**src/rtl/exu_trap.sv**
```systemverilog
// exu_trap: trap-entry / mret sequencer for the execute stage.
// Accepts one trap or mret request at a time and performs the machine-mode
// CSR writes over a single stallable write port. It then flushes and redirects
// fetch to the trap vector or to mepc.
//
// state       | meaning
// ------------+-----------------------------------------------------------
// S_IDLE      | ready for a request, no flush
// S_W_MEPC    | trap only: write latched PC to mepc
// S_W_MCAUSE  | trap only: write latched cause to mcause
// S_W_MSTATUS | write updated mstatus (trap entry or mret restore)
// S_REDIR     | present redirect target until fetch takes it
module exu_trap (
  input  logic        clk,
  input  logic        rst_n,
  input  logic        i_trap_vld,
  input  logic [31:0] i_mcause,
  input  logic [31:0] i_pc,
  input  logic        i_mret,
  output logic        o_trap_rdy,
  input  logic [31:0] i_mtvec,
  input  logic [31:0] i_mepc,
  input  logic        i_mstatus_mie,
  input  logic        i_mstatus_mpie,
  output logic        o_csr_we,
  output logic [11:0] o_csr_waddr,
  output logic [31:0] o_csr_wdata,
  input  logic        i_csr_wrdy,
  output logic        o_flush,
  output logic        o_redirect_vld,
  output logic [31:0] o_redirect_pc,
  input  logic        i_redirect_rdy,
  output logic        o_busy
);

  localparam logic [11:0] ADDR_MSTATUS = 12'h300;
  localparam logic [11:0] ADDR_MEPC    = 12'h341;
  localparam logic [11:0] ADDR_MCAUSE  = 12'h342;

  typedef enum logic [2:0] {
    S_IDLE,
    S_W_MEPC,
    S_W_MCAUSE,
    S_W_MSTATUS,
    S_REDIR
  } state_t;

  state_t      r_state;
  state_t      w_state_nxt;
  logic [31:0] r_cause;
  logic [31:0] r_pc;
  logic [31:0] r_mtvec;
  logic [31:0] r_mepc;
  logic        r_mie;
  logic        r_mpie;
  logic        r_is_mret;

  logic        w_idle;
  logic        w_accept;
  logic [31:0] w_base;
  logic [31:0] w_vec_pc;
  logic [31:0] w_trap_pc;
  logic [31:0] w_mstatus;

  assign w_idle   = (r_state == S_IDLE);
  assign w_accept = w_idle && (i_trap_vld || i_mret);

  // State register and request latch; a trap wins over a simultaneous mret.
  always_ff @(posedge clk) begin
    if (!rst_n) begin
      r_state   <= S_IDLE;
      r_cause   <= '0;
      r_pc      <= '0;
      r_mtvec   <= '0;
      r_mepc    <= '0;
      r_mie     <= 1'b0;
      r_mpie    <= 1'b0;
      r_is_mret <= 1'b0;
    end else begin
      r_state <= w_state_nxt;
      if (w_accept) begin
        r_cause   <= i_mcause;
        r_pc      <= i_pc & 32'hFFFF_FFFE;
        r_mtvec   <= i_mtvec;
        r_mepc    <= i_mepc & 32'hFFFF_FFFE;
        r_mie     <= i_mstatus_mie;
        r_mpie    <= i_mstatus_mpie;
        r_is_mret <= ~i_trap_vld;
      end
    end
  end

  // Next-state sequencing; each W_* state stalls until the CSR file takes the write.
  always_comb begin
    w_state_nxt = r_state;
    case (r_state)
      S_IDLE: begin
        if (i_trap_vld)  w_state_nxt = S_W_MEPC;
        else if (i_mret) w_state_nxt = S_W_MSTATUS;
      end
      S_W_MEPC:    if (i_csr_wrdy)     w_state_nxt = S_W_MCAUSE;
      S_W_MCAUSE:  if (i_csr_wrdy)     w_state_nxt = S_W_MSTATUS;
      S_W_MSTATUS: if (i_csr_wrdy)     w_state_nxt = S_REDIR;
      S_REDIR:     if (i_redirect_rdy) w_state_nxt = S_IDLE;
      default:                         w_state_nxt = S_IDLE;
    endcase
  end

  // Vectored mode only applies to interrupts; reserved modes fall back to base.
  assign w_base    = {r_mtvec[31:2], 2'b00};
  assign w_vec_pc  = w_base + {r_cause[29:0], 2'b00};
  assign w_trap_pc = ((r_mtvec[1:0] == 2'b01) && r_cause[31]) ? w_vec_pc : w_base;
  assign w_mstatus = r_is_mret ? {19'd0, 2'b11, 3'd0, 1'b1,  3'd0, r_mpie, 3'd0}
                               : {19'd0, 2'b11, 3'd0, r_mie, 3'd0, 1'b0,   3'd0};

  // Output decode from registered state and latched data only.
  always_comb begin
    o_csr_we       = 1'b0;
    o_csr_waddr    = '0;
    o_csr_wdata    = '0;
    o_redirect_vld = 1'b0;
    o_redirect_pc  = '0;
    case (r_state)
      S_W_MEPC: begin
        o_csr_we    = 1'b1;
        o_csr_waddr = ADDR_MEPC;
        o_csr_wdata = r_pc;
      end
      S_W_MCAUSE: begin
        o_csr_we    = 1'b1;
        o_csr_waddr = ADDR_MCAUSE;
        o_csr_wdata = r_cause;
      end
      S_W_MSTATUS: begin
        o_csr_we    = 1'b1;
        o_csr_waddr = ADDR_MSTATUS;
        o_csr_wdata = w_mstatus;
      end
      S_REDIR: begin
        o_redirect_vld = 1'b1;
        o_redirect_pc  = r_is_mret ? r_mepc : w_trap_pc;
      end
      default: ;
    endcase
  end

  assign o_trap_rdy = w_idle;
  assign o_busy     = ~w_idle;
  assign o_flush    = ~w_idle;

endmodule

```
**config.mk**
```make
export PLATFORM = sky130hd
export DESIGN_NAME = exu_trap
export DESIGN_NICKNAME = d
export VERILOG_FILES = /design/src/rtl/exu_trap.sv
export SDC_FILE = /design/constraint.sdc
export NUM_CORES = 1
export LEC_CHECK = 0
export ABC_AREA = 1
export CAP_MARGIN = 10
export CORE_ASPECT_RATIO = 0.5
export CORE_MARGIN = 2
export CORE_UTILIZATION = 42
export DETAILED_ROUTE_END_ITERATION = 6
export PLACE_DENSITY = 0.68
export SYNTH_ARGS = -nofsm -noshare
export SYNTH_HDL_FRONTEND = slang
export SYNTH_SLANG_ARGS = --single-unit
```
**constraint.sdc**
```tcl
create_clock -name clk -period 4.6 [get_ports clk]
set_input_delay 0.92 -clock clk [delete_from_list [all_inputs] [get_ports clk]]
set_output_delay 0.92 -clock clk [all_outputs]
set_load 0.01 [all_outputs]
```
==> images/port_trees.png <==
Drawn at 3 px/um.
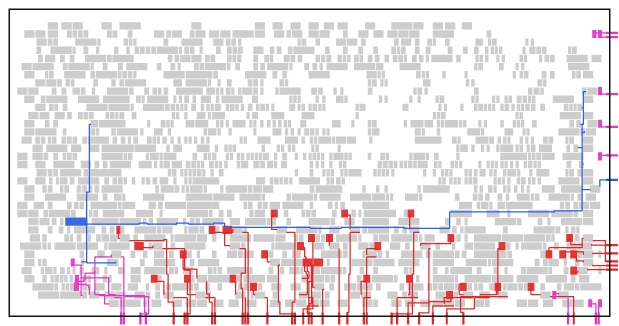
o_csr_wdata -> red  # bits 32, direction output, end cells 32, buffers 32, wire 812 um
o_csr_waddr -> magenta  # bits 12, direction output, end cells 11, buffers 5, wire 173 um
o_trap_rdy -> blue  # bits 1, direction output, end cells 1, buffers 1, wire 287 um
Port Buf Inserts: 206
count of pins on the block boundary: 217

==> images/clock_wires.png <==
Drawn at 3 px/um.
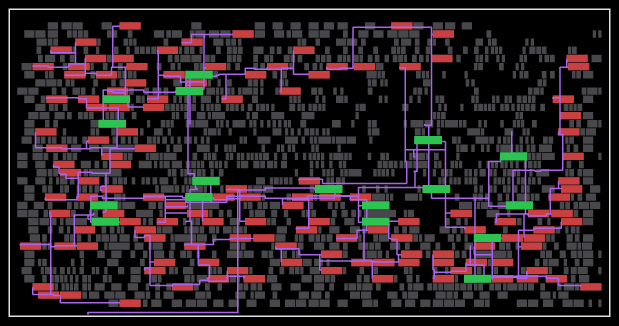
clock wires -> purple  # length 1940 um
flip-flops -> red  # count 132
clock-net drivers -> green  # count 17
routed clock nets = 18
Layout Skew: 0.00808 ns
power share of the clock group: 0.268
insertion delay of the later-clocked pin in the worst-skew pair: 0.43 ns
Power Clock: 1.54 mW

==> images/clock_nets.png <==
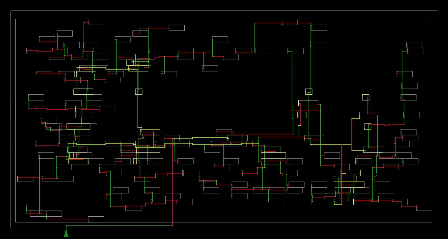
number of CTS-inserted buffers: 17
sinks on the clock net: 132

==> images/m3.png <==
Drawn at 2 px/um. Cells faint in the background.
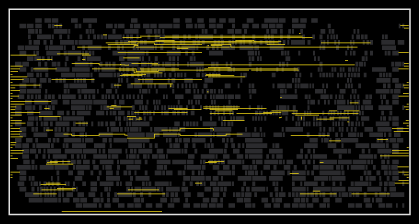
longest straight run = 101 um
wire length on this layer = 2160 um
overall routed net length: 27900 um
total via count in the routed design: 8677
met3 track demand over resource: 0.0756

==> summary.txt <==
yosys + openroad results -> Post-Synth AOI/OAI Area 0.227, Combinational Area 4300 um2, hold path cells 2, Dominant cell area share 0.329, Largest regs r_cause (32), r_mtvec (32), Worst-path clk slew 0.06 ns, required time reported for the critical path endpoint 3.68 ns, GR peak layer met2, Final #Nets 1563, final critical-path required period 4.15 ns, sort of element at the start of the critical path register, final non-filler cell total 1669, post-synth cell types 38, static leakage power 4.58 nW, tightest hold margin 0.454 ns, number of cells in the design after placement 1637, fraction of met2 tracks used by global routing 0.419, setup slack after layout 0.448 ns, design internal power 3.39 mW, Arrival @ worst endpoint 3.23 ns, Critical Path Sink Type output pin, hold-critical path endpoint r_pc[21], most frequent logic cells in the routed design sky130_fd_sc_hd__nand2_1 (272), sky130_fd_sc_hd__clkdlybuf4s50_1 (205), sky130_fd_sc_hd__a21oi_1 (203), floorplan die width 200 um, Synth area leader sky130_fd_sc_hd__dfxtp_1, mi-comb count 851, count of pins over their slew limit 0, area fraction of clock buffers and clock inverters 0.0609, Post-Synthesis Cell Area 8040 um2, main flop type after synthesis sky130_fd_sc_hd__dfxtp_1, total routing usage reported by global routing 0.280, clock buf count 18, Hold Buf Count CTS 0, nonclk inv count 181, count of buffering cells on the critical path with inverters included 3, Synthesized registers 132, result of the run completed, total power 5.74 mW, number of DRC violations after detailed-routing iteration 0 636, antenna violations before repair 0, post-CTS setup buffer count 0, synthesis-to-layout area growth 33.4%, Met2 Wirelength 11800 um, Worst Hold Launch r_pc[21], net switching power figure 2.35 mW, endpoints failing hold 0, Crit Reg-Reg Startpoint r_state[1], cell with the most instances after synthesis sky130_fd_sc_hd__nand2_1, number of standard cells after synthesis 1237, FILL cells 1849, proportion of cell area occupied by multi-input gates 0.401, residual DRC count 0, cell area after placement 10100 um2, number of global-route vias before repair 7992, Site Rows 35, clock tree from TritonCTS built, fraction of the mapped netlist area in adder cells 0.0476, number of warnings issued by yosys 0, wire length on met3 2160 um, cell seen most often among critical-path stages sky130_fd_sc_hd__nand2_1, combinational power 2.52 mW, basic-gate share of the synthesized area counting and, or, nand and nor cells 0.245, cell breakdown of the critical path ha_1 > inv_1 > fa_1 > inv_1 > nand3_1 > nand3_1 > nand2_1 > nand2_1 > xnor2_1 > nand2_1 > o21ai_0 > a21oi_1 > clkdlybuf4s50_1, Seq share, synth 0.329, placement-stage worst setup slack 0.947 ns, delay of the slowest cell on the worst path 0.57 ns, final RePlAce weighted congestion 0.961, cell depth of the worst flop-to-flop path 5, Vias per Instance 5.20, total core area 18600 um2, pwr/cell area 535 nW/um2, largest driver fanout on the critical path 4, most instantiated logic cell after routing sky130_fd_sc_hd__nand2_1, Crit. path cell count 13, fraction of the cycle the final worst path needs 0.903, first-pass GRT wire length 43300 um, Combinational Power Share 0.439, Non-clock buffering overhead 0.199, # Cells Yosys 1237, maximum level of the CTS H-tree 4, post-cts sizing count 0, sequential share of power 0.293, number of warnings the tools reported 30, number of flip-flops and latches 132, most frequent cells after synthesis sky130_fd_sc_hd__nand2_1 (272), sky130_fd_sc_hd__a21oi_1 (203), sky130_fd_sc_hd__inv_1 (175), fraction of the core area occupied by cells at floorplan 0.433, met1 routed wirelength after detailed routing 13700 um, layout cell share with drive strength beyond 1 0.0496, Avg WL per Cell 16.7 um, diode count 0, path category of the worst min-delay check reg2reg, total negative setup slack 0 ns, number of buffers between clock root and the deepest sink 2, maximum number of pins on one net before global-route repair 140, post-layout utilization of the core 0.578, mux share of post-synthesis cell area 0, Top area cell types sky130_fd_sc_hd__dfxtp_1 (33%), sky130_fd_sc_hd__nand2_1 (13%), sky130_fd_sc_hd__a21oi_1 (13%), Critical path origin r_cause[0], total die size 20300 um2, async set-reset flop share out of synthesis 0, Critical Path Slowest Stage Cell sky130_fd_sc_hd__clkdlybuf4s50_1, register area 2640 um2, RSZ-0062 raised after global routing no, Largest Pwr Group combinational cells, average instance area after synthesis 6.50 um2, Reg2Reg Capture Point r_state[1], area of the synthesized netlist per yosys stat 8040 um2, xor and xnor fraction of the mapped netlist area 0.0109, dominant non-sequential cell family after synthesis simple AND/OR/NAND/NOR gates, crit path kind reg2out, Largest area class, layout multi-input combinational cells, worst-case vdd ir drop 364 uV, post-synth tally of flip-flops with integrated enable 0, non-clock buffer count 214
Power is estimated from default activity; no workload was simulated.
